`config.mk`:
```
export PLATFORM = sky130hd
export DESIGN_NAME = add16u_err_monitor
export DESIGN_NICKNAME = d
export VERILOG_FILES = /design/src/rtl/add16u_err_monitor.sv
export SDC_FILE = /design/constraint.sdc
export NUM_CORES = 1
export LEC_CHECK = 0
export ABC_AREA = 1
export ABC_CLOCK_PERIOD_IN_PS = 2200
export CELL_PAD_IN_SITES_DETAIL_PLACEMENT = 2
export CELL_PAD_IN_SITES_GLOBAL_PLACEMENT = 2
export CORE_MARGIN = 1
export CORE_UTILIZATION = 27
export CTS_CLUSTER_DIAMETER = 60
export CTS_CLUSTER_SIZE = 20
export DETAILED_ROUTE_END_ITERATION = 7
export GPL_TIMING_DRIVEN = 1
export PLACE_DENSITY_LB_ADDON = 0.1
export SKIP_CTS_REPAIR_TIMING = 1
export SYNTH_ARGS = -nofsm -noshare
export SYNTH_HDL_FRONTEND = slang
export SYNTH_SLANG_ARGS = --single-unit
```
`constraint.sdc`:
```
create_clock -name clk -period 2.2 [get_ports clk]
set_input_delay 0.44 -clock clk [delete_from_list [all_inputs] [get_ports clk]]
set_output_delay 0.44 -clock clk [all_outputs]
set_load 0.05 [all_outputs]
```
`src/rtl/add16u_err_monitor.sv`:
```
// add16u_err_monitor
// Watches the output of a 16-bit approximate adder and collects error statistics
// over a fixed window of samples: sum of |err| (saturating), worst-case |err|,
// and the number of erroneous results. Each accepted sample passes through a
// two-stage pipeline (signed difference, then magnitude) before it reaches the
// statistic registers. After the window, the FSM drains the pipeline and then
// pulses done.

module add16u_err_monitor #(
  parameter int WIDTH       = 16,
  parameter int NUM_SAMPLES = 256,
  parameter int ACC_W       = 32,
  parameter int CNT_W       = 16
) (
  input  logic             clk,
  input  logic             rst,
  input  logic             start,
  input  logic             in_valid,
  output logic             in_ready,
  input  logic [WIDTH-1:0] a,
  input  logic [WIDTH-1:0] b,
  input  logic [WIDTH:0]   o_approx,
  output logic             busy,
  output logic             done,
  output logic [ACC_W-1:0] sum_abs_err,
  output logic [WIDTH:0]   max_err,
  output logic [CNT_W-1:0] err_count,
  output logic [CNT_W-1:0] sample_count
);

  typedef enum logic [1:0] {
    IDLE,
    RUN,
    DRAIN,
    DONE
  } state_t;

  // The accumulator sum is formed one bit wider than the wider operand, so an
  // overflow past ACC_W bits is visible and can be clamped.
  localparam int SUM_W = ((ACC_W > WIDTH + 1) ? ACC_W : WIDTH + 1) + 1;
  localparam logic [CNT_W-1:0] NUM_CNT  = CNT_W'(NUM_SAMPLES);
  localparam logic [CNT_W-1:0] LAST_IDX = CNT_W'(NUM_SAMPLES - 1);

  state_t state;
  state_t state_next;

  logic clear_stats;
  logic done_set;
  logic accept;
  logic last_accept;

  logic [WIDTH:0]          exact;
  logic signed [WIDTH+1:0] d_comb;
  logic                    s1_valid;
  logic signed [WIDTH+1:0] s1_d;
  logic [WIDTH:0]          abs_e;
  logic                    s2_valid;
  logic [WIDTH:0]          s2_e;

  logic [SUM_W-1:0] sum_wide;
  logic [ACC_W-1:0] sum_next;

  assign in_ready    = (state == RUN) && (sample_count < NUM_CNT);
  assign busy        = (state == RUN) || (state == DRAIN);
  assign accept      = in_valid && in_ready;
  assign last_accept = accept && (sample_count == LAST_IDX);

  // The exact sum is zero-extended, then the approximate sum is subtracted with
  // one extra sign bit, so both over- and underestimates are representable.
  assign exact  = {1'b0, a} + {1'b0, b};
  assign d_comb = $signed({1'b0, exact}) - $signed({1'b0, o_approx});

  // |d| always fits in WIDTH+1 bits, so negating only the low bits is exact.
  assign abs_e = s1_d[WIDTH+1] ? (~s1_d[WIDTH:0] + 1'b1) : s1_d[WIDTH:0];

  // A widened sum detects overflow past ACC_W and clamps it to all-ones.
  assign sum_wide = SUM_W'(sum_abs_err) + SUM_W'(s2_e);
  assign sum_next = (|sum_wide[SUM_W-1:ACC_W]) ? {ACC_W{1'b1}} : sum_wide[ACC_W-1:0];

  // Next state: start is honoured only when idle or finished; drain waits for stage 1 to empty.
  always_comb begin
    state_next  = state;
    clear_stats = 1'b0;
    done_set    = 1'b0;
    case (state)
      IDLE, DONE: begin
        if (start) begin
          state_next  = RUN;
          clear_stats = 1'b1;
        end
      end
      RUN: begin
        if (last_accept) begin
          state_next = DRAIN;
        end
      end
      DRAIN: begin
        if (!s1_valid) begin
          state_next = DONE;
          done_set   = 1'b1;
        end
      end
      default: state_next = IDLE;
    endcase
  end

  // State register and the one-cycle done pulse that marks entry into DONE.
  always_ff @(posedge clk) begin
    if (rst) begin
      state <= IDLE;
      done  <= 1'b0;
    end else begin
      state <= state_next;
      done  <= done_set;
    end
  end

  // Two pipeline stages: first the signed difference, then its magnitude.
  always_ff @(posedge clk) begin
    if (rst) begin
      s1_valid <= 1'b0;
      s2_valid <= 1'b0;
      s1_d     <= '0;
      s2_e     <= '0;
    end else begin
      s1_valid <= accept;
      s2_valid <= s1_valid;
      if (accept) begin
        s1_d <= d_comb;
      end
      if (s1_valid) begin
        s2_e <= abs_e;
      end
    end
  end

  // Window statistics: clear on start, count accepts, fold each magnitude in when it leaves stage 2.
  always_ff @(posedge clk) begin
    if (rst) begin
      sample_count <= '0;
      sum_abs_err  <= '0;
      max_err      <= '0;
      err_count    <= '0;
    end else if (clear_stats) begin
      sample_count <= '0;
      sum_abs_err  <= '0;
      max_err      <= '0;
      err_count    <= '0;
    end else begin
      if (accept) begin
        sample_count <= sample_count + 1'b1;
      end
      if (s2_valid) begin
        sum_abs_err <= sum_next;
        if (s2_e > max_err) begin
          max_err <= s2_e;
        end
        err_count <= err_count + {{(CNT_W-1){1'b0}}, (s2_e != '0)};
      end
    end
  end

endmodule

```
==> impl_metrics.json, run 1 <==
{
  "status": "complete, no violations",
  "cts.path.max_buffers": 2,
  "path_delay_family": "buffers and inverters",
  "nClkBuffers": 18,
  "die_area_um2": 33000,
  "crit_cells": 1,
  "num-nonclk-buffers": 271,
  "wl_met1_um": 15700,
  "diodes": 0,
  "p_int_mw": 6.03,
  "final_common_cell": "nand2_1",
  "timing.fmax_mhz": 465,
  "post-route-util_pct": 41.8,
  "r2r-end": "err_count[14]",
  "startpoint": "sum_abs_err[13]",
  "ys_sh_xor_pct": 3.11,
  "endpoint": "sum_abs_err[13]",
  "met3_length_um": 989,
  "ys_sh_adder_pct": 12.4,
  "largest_cell_class": "multi-input combinational cells",
  "lay_top_cells": "nand2_1 (302), inv_1 (231), buf_4 (125), dfxtp_1 (114), nor2_1 (111)",
  "relSlewSlack_pct": 60.3,
  "drtPass1Iterations": 4,
  "top_area_cell": "dfxtp_1",
  "netlist_logic_family_top": "simple AND/OR/NAND/NOR gates",
  "setup_viol": 0,
  "arrival_ns": 1.71,
  "drtAntennaViolNets": 0,
  "dp_slack_ns": -0.853,
  "final.setup_skew_ns": 0.0140,
  "warning_count": 30,
  "nets": 1748,
  "regMostFlops": "sum_abs_err",
  "top_regs": "sum_abs_err x32, s1_d x18",
  "comb-power_mw": 4.44,
  "ys.flops": 121,
  "grt_pass1_vias": 10300,
  "setup_tns_ns": 0,
  "drive_above_1_share_pct": 22.7,
  "hold_violations": 0,
  "wl_met2_um": 17500,
  "drv_cap": 0,
  "seq_cells": 121,
  "pwr_density_cell_nw_per_um2": 760,
  "ff_type": "dfxtp_1",
  "ios": 137,
  "pwr-share-clk_pct": 30.6,
  "clock_latency_ns": 0.45,
  "top_cell_area_share_pct": 27.8,
  "path_clk_slew_ns": 0.06,
  "seq-power_mw": 2.54,
  "cp_slowest_cell": "clkdlybuf4s50_1",
  "grt_pass1_wl_um": 52800,
  "p_leak_nw": 6.86,
  "clock_area_share_pct": 4.71,
  "worstMarginPinSlew_ns": 0.595,
  "viasPerCell": 4.75,
  "power_frac_comb_pct": 44.1
}
run_1/cell_density.png
Drawn at 2 px/um. 18 x 18 tiles, from black (low) to pale yellow (high), 0 to 100% covered.
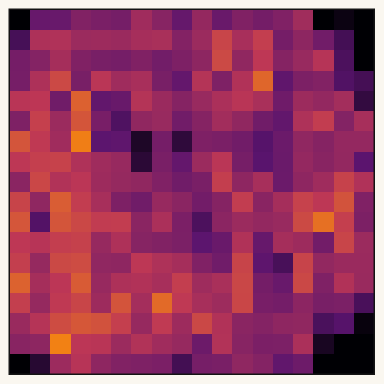
The fullest tile reaches 72%. The mean over all tiles is 39%. 3.4% of the tiles are nearly empty.
core area: 31600 um^2
Starting Density: 27.6%

run_1/wires.png
Drawn at 1.5 px/um.
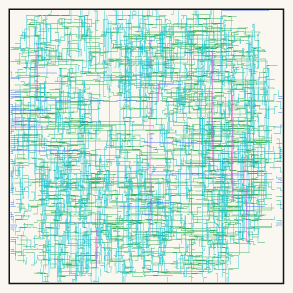
Green marks metal 1, wire length 15700 um. Cyan marks metal 2, wire length 17500 um. Magenta marks metal 4, wire length 647 um. Blue marks metal 3, wire length 990 um.
Total GRT Usage: 20.2%
DR WL/cell: 17.1 um
via count: 9664

run_1/placement_by_type.png
Drawn at 1.5 px/um.
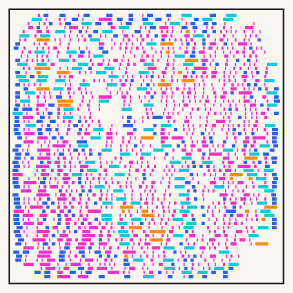
Orange marks clock drivers and dummy loads, cells 32, share of their area 4.9%. Magenta marks combinational and other logic, cells 1208, share of their area 55%. Cyan marks sequential cells, cells 121, share of their area 19%. Blue marks remaining buffers and delay cells, cells 271, share of their area 21%.
num rows: 65
Finished Cell Area: 13200 um^2

==> run 1 -> run 2 <==
--- a/config.mk
+++ b/config.mk
@@ -15,7 +15,7 @@
 export CTS_CLUSTER_SIZE = 20
 export DETAILED_ROUTE_END_ITERATION = 7
 export GPL_TIMING_DRIVEN = 1
-export PLACE_DENSITY_LB_ADDON = 0.1
+export PLACE_DENSITY = 0.83
 export SKIP_CTS_REPAIR_TIMING = 1
 export SYNTH_ARGS = -nofsm -noshare
 export SYNTH_HDL_FRONTEND = slang
run_2/io_placement.png
Drawn at 2 px/um. Pins as bars across the die edge, other pins in grey.
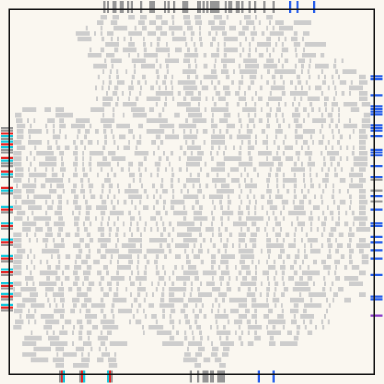
Red marks `b`, pins 16, direction input, edge 13 left, 3 bottom. Blue marks `sum_abs_err`, pins 32, direction output, edge 27 right, 3 top, 2 bottom. Cyan marks `o_approx`, pins 17, direction input, edge 14 left, 3 bottom. Purple marks `clk`, pins 1, direction input, edge right.
All pins by edge: 44 left, 40 top, 31 right, 22 bottom.
Port Buffers: 136
Die Span Y: 182 um

==> impl_metrics.json, run 2 <==
{
  "lay_top_cells": "nand2_1 (293), inv_1 (233), buf_4 (116), dfxtp_1 (110), nor2_1 (107)",
  "coreArea_um2": 31600,
  "ys_sh_xor_pct": 3.11,
  "nClkBuffers": 17,
  "crit_cells": 9,
  "regMostFlops": "sum_abs_err",
  "drive_above_1_share_pct": 23.7,
  "warning_count": 30,
  "dp_slack_ns": -0.820,
  "met3_length_um": 1240,
  "ios": 137,
  "nets": 1737,
  "top_area_cell": "dfxtp_1",
  "setup_tns_ns": -0.133,
  "seq-power_mw": 2.57,
  "power_frac_comb_pct": 43.5,
  "r2r-end": "err_count[15]",
  "antenna_found_initial": 1,
  "arrival_ns": 2.60,
  "ff_type": "dfxtp_1",
  "critPathLaunchType": "register",
  "simple_gate_area_share_pct": 31.1,
  "diodes": 0,
  "path_delay_family": "simple AND/OR/NAND/NOR gates",
  "p_int_mw": 6.07,
  "pwr-share-clk_pct": 31.2,
  "largest_cell_class": "multi-input combinational cells",
  "clock_area_share_pct": 4.85,
  "clock_latency_ns": 0.46,
  "ys_seq_share_pct": 27.8,
  "violations": "negative setup slack",
  "setup_viol": 5,
  "path_clk_slew_ns": 0.06,
  "seq_cells": 121,
  "endpoint": "err_count[15]",
  "wl_met2_um": 22500,
  "area_leaders": "dfxtp_1 (28%), nand2_1 (14%), inv_1 (12%)",
  "grt_pass1_wl_um": 56500,
  "wl_met1_um": 15600,
  "cp_slowest_cell": "dfxtp_1",
  "grt_max_degree": 41,
  "final_common_cell": "nand2_1",
  "drtPass1Iterations": 4,
  "ys.flops": 121,
  "viasPerCell": 4.98,
  "netlist_logic_family_top": "simple AND/OR/NAND/NOR gates",
  "rows": 65,
  "die_area_um2": 33000,
  "timing.fmax_mhz": 440,
  "final.setup_skew_ns": 0.0229,
  "startpoint": "s2_e[10]",
  "fin_area_um2": 13200,
  "finalWorstSetupSlack_ns": -0.0721,
  "slowest_delay_ns": 0.47,
  "status": "complete, but fails checks",
  "comb-power_mw": 4.43,
  "cts.path.max_buffers": 2,
  "drtAntennaViolNets": 0,
  "initial_utilization_pct": 27.6,
  "hold-path-cell-count": 2,
  "pwr_density_cell_nw_per_um2": 772,
  "grt_pass1_vias": 11000,
  "num-nonclk-buffers": 260,
  "relSlewSlack_pct": 59.1,
  "worstMarginPinSlew_ns": 0.612,
  "drv_cap": 0,
  "top_regs": "sum_abs_err x32, s1_d x18",
  "fin_crit_ns": 2.27,
  "p_leak_nw": 6.57,
  "post-route-util_pct": 41.6
}
run_2/wires.png
Drawn at 1.5 px/um.
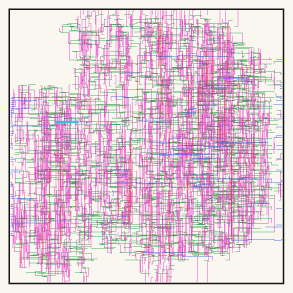
Cyan marks metal 5, wire length 13.8 um. Magenta marks metal 2, wire length 22.5 mm. Green marks metal 1, wire length 15600 um. Red marks metal 4, wire length 1100 um. Blue marks metal 3, wire length 1240 um.
DR WL/cell: 20.0 um
final WL: 40400 um
via count: 10100
Total GRT Usage: 21.7%

Power figures rest on the tool's default switching activity, not on a simulated workload.
